Figure 1. Sequential cells grouped by signal name.
Other sequential cells in the stronger grey, the rest of the logic in the fainter grey.
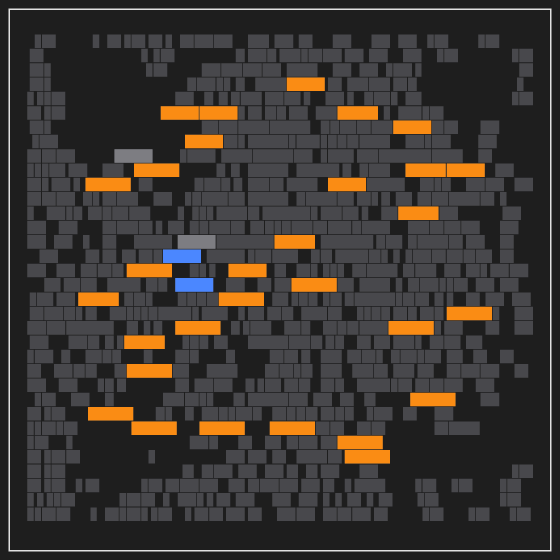
Figure 2. The clock network.
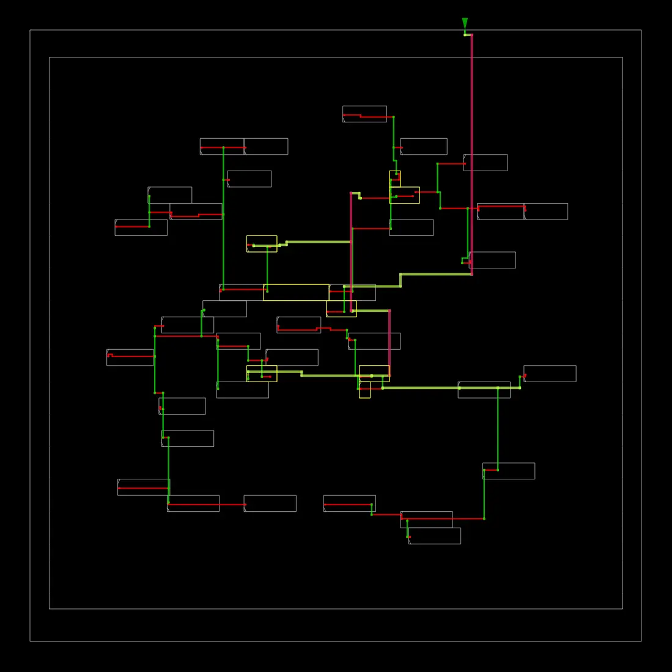
### src/rtl/pc_pkg.sv
// rtl/pc_pkg.sv - shared constants and types for the PC redirect stage
package pc_pkg;

  localparam int          XLEN_DEFAULT     = 32;
  localparam logic [31:0] RESET_PC_DEFAULT = 32'h0000_0000;
  localparam int          INSN_BYTES       = 4;

  // Clearing the two low bits keeps every loaded target word-aligned.
  localparam logic [31:0] ALIGN_MASK = 32'hFFFF_FFFC;

  typedef enum logic {
    IDLE  = 1'b0,
    FLUSH = 1'b1
  } flush_state_e;

endpackage

### src/rtl/pc_redirect_unit_if.sv
// rtl/pc_redirect_unit_if.sv - control/target inputs and PC outputs of the redirect stage
interface pc_redirect_unit_if #(
  parameter int XLEN  = 32,
  parameter int CNT_W = 32
);

  logic             stall;
  logic             Branch;
  logic             BranchAnd;
  logic             Jump;
  logic [XLEN-1:0]  branch_target;
  logic [XLEN-1:0]  jump_target;
  logic [XLEN-1:0]  pc;
  logic [XLEN-1:0]  pc_plus4;
  logic             redirect;
  logic             flush;
  logic [CNT_W-1:0] br_total;
  logic [CNT_W-1:0] br_taken;

  // Branch control / hazard side.
  modport master (
    output stall, Branch, BranchAnd, Jump, branch_target, jump_target,
    input  pc, pc_plus4, redirect, flush, br_total, br_taken
  );

  // PC stage side.
  modport slave (
    input  stall, Branch, BranchAnd, Jump, branch_target, jump_target,
    output pc, pc_plus4, redirect, flush, br_total, br_taken
  );

endinterface

### src/rtl/flush_sequencer.sv
// rtl/flush_sequencer.sv - flush window FSM with restartable down-counter
module flush_sequencer
  import pc_pkg::*;
#(
  parameter int FLUSH_CYCLES = 2
) (
  input  logic clk,
  input  logic rst,
  input  logic redirect,
  output logic flush
);

  localparam int CW = (FLUSH_CYCLES < 2) ? 1 : $clog2(FLUSH_CYCLES + 1);

  flush_state_e  state_q, state_d;
  logic [CW-1:0] cnt_q, cnt_d;
  logic          flush_q, flush_d;

  // Next state: a redirect always restarts the window; otherwise count down to IDLE.
  always_comb begin
    state_d = state_q;
    cnt_d   = cnt_q;
    flush_d = flush_q;
    if (redirect && (FLUSH_CYCLES > 0)) begin
      state_d = FLUSH;
      cnt_d   = CW'(FLUSH_CYCLES);
      flush_d = 1'b1;
    end else begin
      case (state_q)
        FLUSH: begin
          if (cnt_q <= CW'(1)) begin
            state_d = IDLE;
            cnt_d   = '0;
            flush_d = 1'b0;
          end else begin
            cnt_d   = cnt_q - CW'(1);
          end
        end
        default: begin
          state_d = IDLE;
          flush_d = 1'b0;
        end
      endcase
    end
  end

  // State, counter and registered flush output.
  always_ff @(posedge clk) begin
    if (rst) begin
      state_q <= IDLE;
      cnt_q   <= '0;
      flush_q <= 1'b0;
    end else begin
      state_q <= state_d;
      cnt_q   <= cnt_d;
      flush_q <= flush_d;
    end
  end

  assign flush = flush_q;

endmodule

### src/rtl/pc_redirect_unit.sv
// rtl/pc_redirect_unit.sv - PC register, redirect select and flush generation (option: PC_REDIRECT_STATS_EN)
module pc_redirect_unit
  import pc_pkg::*;
#(
  parameter int              XLEN         = XLEN_DEFAULT,
  parameter logic [XLEN-1:0] RESET_PC     = XLEN'(RESET_PC_DEFAULT),
  parameter int              FLUSH_CYCLES = 2,
  parameter int              CNT_W        = 32
) (
  input logic               clk,
  input logic               rst,
  pc_redirect_unit_if.slave io
);

  logic [XLEN-1:0] pc_q, pc_d;
  logic [XLEN-1:0] pc_plus4;
  logic [XLEN-1:0] sel_target;
  logic [XLEN-1:0] align_mask;
  logic            redirect;
  logic            flush;

  // Width-generic form of the alignment mask: only the low two bits are cleared.
  assign align_mask = ~XLEN'(~ALIGN_MASK);
  assign pc_plus4   = pc_q + XLEN'(INSN_BYTES);

  // Next PC: jump wins over taken branch, any redirect wins over stall.
  always_comb begin
    redirect   = io.BranchAnd | io.Jump;
    sel_target = io.Jump ? io.jump_target : io.branch_target;
    pc_d       = pc_plus4;
    if (redirect) begin
      pc_d = sel_target & align_mask;
    end else if (io.stall) begin
      pc_d = pc_q;
    end
  end

  // PC register.
  always_ff @(posedge clk) begin
    if (rst) begin
      pc_q <= RESET_PC;
    end else begin
      pc_q <= pc_d;
    end
  end

  flush_sequencer #(
    .FLUSH_CYCLES (FLUSH_CYCLES)
  ) u_flush_sequencer (
    .clk      (clk),
    .rst      (rst),
    .redirect (redirect),
    .flush    (flush)
  );

  assign io.pc       = pc_q;
  assign io.pc_plus4 = pc_plus4;
  assign io.redirect = redirect;
  assign io.flush    = flush;

`ifdef PC_REDIRECT_STATS_EN
  logic [CNT_W-1:0] br_total_q, br_total_d;
  logic [CNT_W-1:0] br_taken_q, br_taken_d;

  // Saturating counts of unstalled resolved and taken branches.
  always_comb begin
    br_total_d = br_total_q;
    br_taken_d = br_taken_q;
    if (io.Branch && !io.stall && !(&br_total_q)) begin
      br_total_d = br_total_q + CNT_W'(1);
    end
    if (io.BranchAnd && !io.stall && !(&br_taken_q)) begin
      br_taken_d = br_taken_q + CNT_W'(1);
    end
  end

  // Statistics registers.
  always_ff @(posedge clk) begin
    if (rst) begin
      br_total_q <= '0;
      br_taken_q <= '0;
    end else begin
      br_total_q <= br_total_d;
      br_taken_q <= br_taken_d;
    end
  end

  assign io.br_total = br_total_q;
  assign io.br_taken = br_taken_q;
`else
  // Branch only feeds the statistics, which are absent in this build.
  logic unused_branch;
  assign unused_branch = io.Branch;

  assign io.br_total = '0;
  assign io.br_taken = '0;
`endif

endmodule

### src/flat_wrapper.sv
// flat-port wrapper written by rule: the top's interface ports become plain ports
module pc_redirect_unit_flat import pc_pkg::*;
#(
  parameter int              XLEN         = XLEN_DEFAULT,
  parameter logic [XLEN-1:0] RESET_PC     = XLEN'(RESET_PC_DEFAULT),
  parameter int              FLUSH_CYCLES = 2,
  parameter int              CNT_W        = 32
)
  (clk, rst, io_stall, io_Branch, io_BranchAnd, io_Jump, io_branch_target, io_jump_target, io_pc, io_pc_plus4, io_redirect, io_flush, io_br_total, io_br_taken);
  pc_redirect_unit_if #(.XLEN(XLEN), .CNT_W(CNT_W)) io_i ();
  input logic clk;
  input logic rst;
  input wire logic [$bits(io_i.stall)-1:0] io_stall;
  input wire logic [$bits(io_i.Branch)-1:0] io_Branch;
  input wire logic [$bits(io_i.BranchAnd)-1:0] io_BranchAnd;
  input wire logic [$bits(io_i.Jump)-1:0] io_Jump;
  input wire logic [$bits(io_i.branch_target)-1:0] io_branch_target;
  input wire logic [$bits(io_i.jump_target)-1:0] io_jump_target;
  output wire logic [$bits(io_i.pc)-1:0] io_pc;
  output wire logic [$bits(io_i.pc_plus4)-1:0] io_pc_plus4;
  output wire logic [$bits(io_i.redirect)-1:0] io_redirect;
  output wire logic [$bits(io_i.flush)-1:0] io_flush;
  output wire logic [$bits(io_i.br_total)-1:0] io_br_total;
  output wire logic [$bits(io_i.br_taken)-1:0] io_br_taken;
  assign io_i.stall = io_stall;
  assign io_i.Branch = io_Branch;
  assign io_i.BranchAnd = io_BranchAnd;
  assign io_i.Jump = io_Jump;
  assign io_i.branch_target = io_branch_target;
  assign io_i.jump_target = io_jump_target;
  assign io_pc = io_i.pc;
  assign io_pc_plus4 = io_i.pc_plus4;
  assign io_redirect = io_i.redirect;
  assign io_flush = io_i.flush;
  assign io_br_total = io_i.br_total;
  assign io_br_taken = io_i.br_taken;
  pc_redirect_unit #(.XLEN(XLEN), .RESET_PC(RESET_PC), .FLUSH_CYCLES(FLUSH_CYCLES), .CNT_W(CNT_W)) u_core (.clk(clk), .rst(rst), .io(io_i));
endmodule
### config.mk
export PLATFORM = sky130hd
export DESIGN_NAME = pc_redirect_unit_flat
export DESIGN_NICKNAME = d
export VERILOG_FILES = /design/src/rtl/pc_pkg.sv /design/src/rtl/pc_redirect_unit_if.sv /design/src/rtl/flush_sequencer.sv /design/src/rtl/pc_redirect_unit.sv /design/src/flat_wrapper.sv
export SDC_FILE = /design/constraint.sdc
export NUM_CORES = 1
export LEC_CHECK = 0
export CAP_MARGIN = 20
export CORE_MARGIN = 3
export CORE_UTILIZATION = 34
export DETAILED_ROUTE_END_ITERATION = 8
export GPL_TIMING_DRIVEN = 0
export PLACE_DENSITY = 0.9
export SYNTH_ARGS = -nofsm -noshare
export SYNTH_HDL_FRONTEND = slang
export SYNTH_SLANG_ARGS = --single-unit
### constraint.sdc
create_clock -name clk -period 2.2 [get_ports clk]
set_clock_uncertainty 0.2 [all_clocks]
set_input_delay 0.22 -clock clk [delete_from_list [all_inputs] [get_ports clk]]
set_output_delay 0.22 -clock clk [all_outputs]
set_load 0.02 [all_outputs]
==> results.cfg <==
; physical design summary
[setup_path]
rrSetupSlack_ns = -0.34
crit_end = io_pc_plus4[26]
slowest_stage = or4_4
cp-end-kind = output pin
crit_chain = nand4_4 -> or4_4 -> or4_4 -> xnor2_4 -> buf_6
crit_arrival_ns = 2.21
timing.rr.start = u_core.io.pc[12]
path_buffers = 1
max_stage_delay_ns = 0.59
rr_endpoint = u_core.io.pc[26]
crit_start = u_core.io.pc[12]
worst-path-max-fanout = 6
rr_worst_depth = 7
cp.required_ns = 1.78
cp-start-kind = register

[place]
placed_cell_area_sq_um = 4980
gp_congestion = 0.883
io_buffers = 123
dp_slack_ns = -0.847
hpwl_mm = 9.54
placedCellCount = 731

[synthesis]
ys_cells = 433
ys_types = 59
logic_family = AND-OR/OR-AND gates
mux_area_share_pct = 1.62
adder_share_pct = 0.395
synthesis.area_sq_um = 3170
ys_sh_xor_pct = 8.02
ys_sh_simple_pct = 23.0
synthFlopType = dfxtp_1
ys_seq_share_pct = 21.5

[clocking]
ctsHoldBuffers = 0
cts_setup_buffers = 37
cts_tree = yes
cts_htree_levels = 2
cts_sinks = 34
cts_root_buffer = clkbuf_8
path_clk_slew_ns = 0.08
cts.repair.resized = 211

[finish]
areaGrowthSynthToFinish_pct = 86.3
multiInputCombCellCount = 353
final_area_sq_um = 5900
antennaDiodeCount = 0
largest_cell_class = logic gates
fin_cells = 791
n_all_buffers = 274
mostFrequentLayoutCells = buf_4, clkdlybuf4s50_1, conb_1
clkCellAreaFrac_pct = 1.85
final-nonclk-buf-share_pct = 40.0
comb_area_share_pct = 42.3
final_layout_top_logic_cell = buf_4
drive_gt1_share_pct = 37.2

[sta]
fin_setup_tns_ns = -4.21
finalClockPeriodUsage_pct = 120
drv_slew = 0
relSlewSlack_pct = 48.2
setup_viol = 22
fmax_mhz = 380
rsz0062_at_grt = true
worst_slack_ns = -0.433

[drt]
drt_wl_total_mm = 14.1
wl_met2_mm = 6.88
final_antenna_net_count = 0
drt-initial-drc-count = 337
drt-met1-wl_mm = 5.05
routed.top_layer = met4
drc = 0
via_count = 4205
route.met3.wl_mm = 1.67

[floorplanning]
die_w_microns = 102
core-area_sq_um = 8890
fp-utilization_pct = 35.6
num_rows = 34
fp.dieH_microns = 102

[outcome]
violations = negative setup slack
status = complete, but fails checks

[pwr]
p_leak_nw = 2.77
finalPower_mw = 2.39

[global_routing]
use_met1_pct = 30.5
gr-total-overflow = 0

[hold_path]
whs_path_depth = 1
-- Figure 1 (at the start) --
| colour | name in the netlist | sequential cells |
|---|---|---|
| blue | u_core.u_flush_sequencer.cnt_q | 2 |
| orange | u_core.io.pc | 30 |
not coloured: 2
fraction of area in registers: 12.7%
Final Util: 66.3%
sequential logic power: 0.761 mW
Reg area: 748 sq um

-- Figure 2 (at the start) --
Latency at later pin: 0.30 ns
Power Clock: 0.594 mW
flop count: 34
CTS buffer count: 5
# clk buffers: 5

## state kept, by name (all words and copies together), names as in the netlist
| register | flops |
|---|---|
| u_core.io.pc | 30 |
| u_core.u_flush_sequencer.flush | 1 |
| u_core.u_flush_sequencer.cnt_q | 2 |
| u_core.u_flush_sequencer.state_q | 1 |
## synthesized netlist by cell type (all sizes together), types with 2 or more instances
master / instances / area (sq um)
nand2: 27 / 101
xnor2: 17 / 149
a21o: 3 / 22.5
o211ai: 2 / 15.0
a211oi: 4 / 35.0
nor4: 9 / 83.8
o221ai: 2 / 17.5
a21oi: 37 / 185
buf: 74 / 543
a221oi: 6 / 52.6
dfxtp: 34 / 681
o21ai: 21 / 105
o41ai: 2 / 17.5
a311oi: 2 / 17.5
xor2: 12 / 105
o211a: 2 / 20.0
o21bai: 2 / 15.0
o2bb2ai: 6 / 52.6
nor2b: 5 / 31.3
nor3: 8 / 45.0
nor2: 35 / 131
o21a: 2 / 15.0
inv: 13 / 48.8
nand3: 19 / 95.1
nand4: 7 / 58.8
nand2b: 5 / 31.3
o31a: 2 / 17.5
nand4b: 2 / 17.5
clkbuf: 25 / 93.8
a31oi: 4 / 25.0
and3: 5 / 31.3
o22ai: 11 / 68.8
or4: 4 / 33.8
and4: 4 / 35.0
nor3b: 2 / 15.0
mux2i: 4 / 40.0
## power breakdown
group	switching, mW	internal (mW)	leakage, nW
registers	0.0935	0.668	0.294
clock network	0.260	0.334	0.0579
logic	0.548	0.491	2.42
total	0.901	1.49	2.77
## cells by family after synthesis
| logic type | Yosys count |
|---|---|
| simple gates | 135 |
| flops | 34 |
| buf+inv | 113 |
| mux | 5 |
| other cells | 1 |
| compound gates | 115 |
| fa+ha+maj | 1 |
| xor+xnor | 29 |
No activity file was given, so power comes from the tool's default toggle rates.
